Design usb_tx_nrzi_encoder, sky130hd; sources not shown.
Signal wires on met1:
Supply wires on this layer in gray. Cells faint in the background.
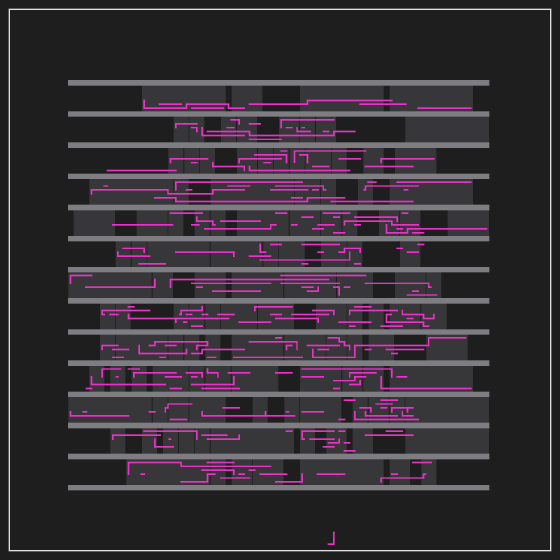
nets with wire on the layer: 115
main direction: horizontal
longest straight run: 13.8 um
share of all routed wire: 44%
wire length on this layer: 639 um
met1 Track Usage GR: 18.3%
Vias: 678

Where the registers sit:
Other sequential cells in the stronger gray, the rest of the logic in the fainter gray.
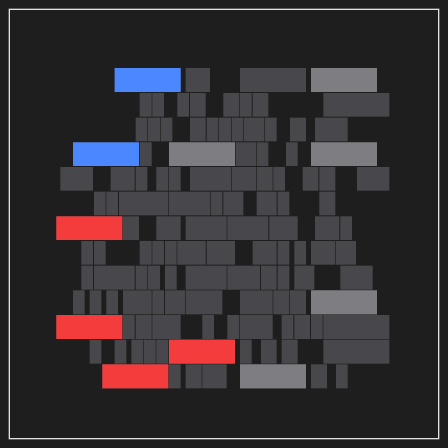
[u_bit_counter.r_count] red | flops: 4 | where: bottom left
[r_state] blue | flops: 2
Core Util, Final: 71.3%
Sequential cell area: 220 um2
sequential fraction of total cell area: 23.7%
Power Sequential: 375 uW

Routing congestion:
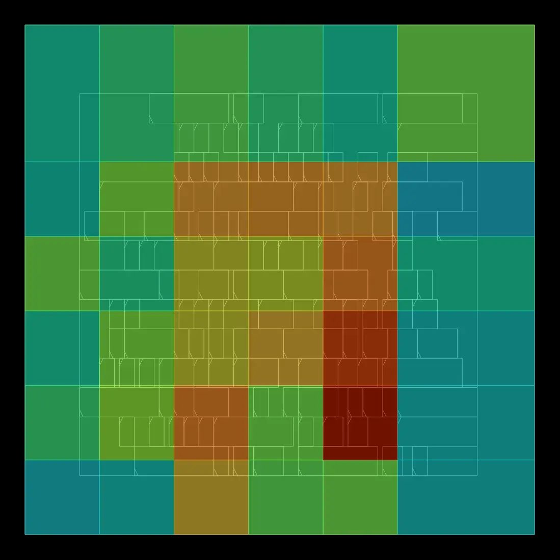
total track usage: 16.5%
GR Util met3: 5.36%
average wire per standard cell: 10.8 um
most used routing layer: met2

M2 wires:
Cells faint in the background.
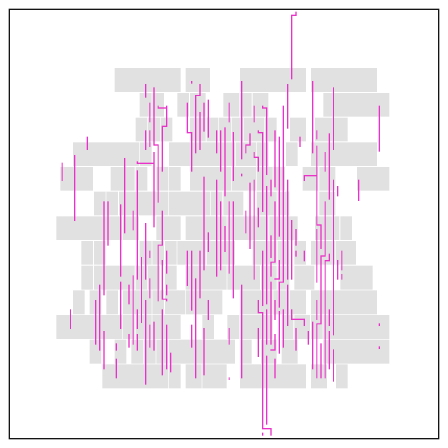
share of all routed wire: 48%
wire length on this layer: 701 um
nets with wire on the layer: 106
longest straight run: 19.4 um
Post-Route WL: 1470 um
met2 GRT Util: 26.0%

==> results.json <==
{
  "async_reset_ff_share_pct": 0,
  "critical_path_required_ns": 1.72,
  "p_comb_uw": 673,
  "pre_cts_ws_ns": -0.124,
  "clockPowerShare_pct": 15.3,
  "fin_ws_ns": 0.109,
  "dp_hpwl_um": 1160,
  "warning_count": 30,
  "grt_pass1_wl_um": 2520,
  "finalHoldViolCount": 0,
  "slowest_stage": "dfxtp_1",
  "r2r_slack_ns": 0.11,
  "switching_share_pct": 43.8,
  "worstPathMaxFanout": 4,
  "path_class": "flip-flop to flip-flop",
  "hold_ws_ns": 0.349,
  "nets": 135,
  "chipArea_mm2": 0.00222,
  "dr.pass1.iters": 4,
  "cts_root_buf": "clkbuf_4",
  "synth_area_um2": 691,
  "fp_util_pct": 53.1,
  "portBuffers": 10,
  "placed_area_um2": 887,
  "clk_path_buf_depth": 2,
  "top_cells_by_count": "inv_1 (19), nand2_1 (18), nor2_1 (14)",
  "status": "complete, no violations",
  "ys_seq_share_pct": 31.9,
  "comb_power_share_pct": 54.4,
  "pin_count": 11,
  "cap_violations": 0,
  "seqPwrFrac_pct": 30.3,
  "top_cells_by_area": "dfxtp_1 (32%), ha_1 (11%), inv_1 (10%)",
  "p_total_mw": 1.24,
  "path_clk_slew_ns": 0.07,
  "cts_tree": "built"
}
==> per-layer routing <==
metal  GRT usage (%)  wire length (um)
met1            18.3               639
met2            26.0               700
met3            5.36                92
met4            12.2                32
met5               0                 0
==> final cells by class <==
type	instances	area [um2]
fill	98	373
multi-input combinational	70	407
clock buffer	4	26.3
inverter	21	78.8
sequential	11	220
timing repair buffer	15	178
tap	15	18.8
==> cells by family after synthesis <==
group | Yosys count | share of synthesized area (%)
xor+xnor | 2 | 2.54
compound gates | 18 | 14.7
buf+inv | 21 | 11.4
fa+ha+maj | 6 | 10.9
flops | 11 | 31.9
simple gates | 44 | 28.6
==> repair_timing <==
action / 4_1_cts / 5_1_grt
hold endpoints to repair: 0 / 0
setup endpoints to repair: 0 / 8
resized: 0 / 5
Power is estimated from default activity; no workload was simulated.
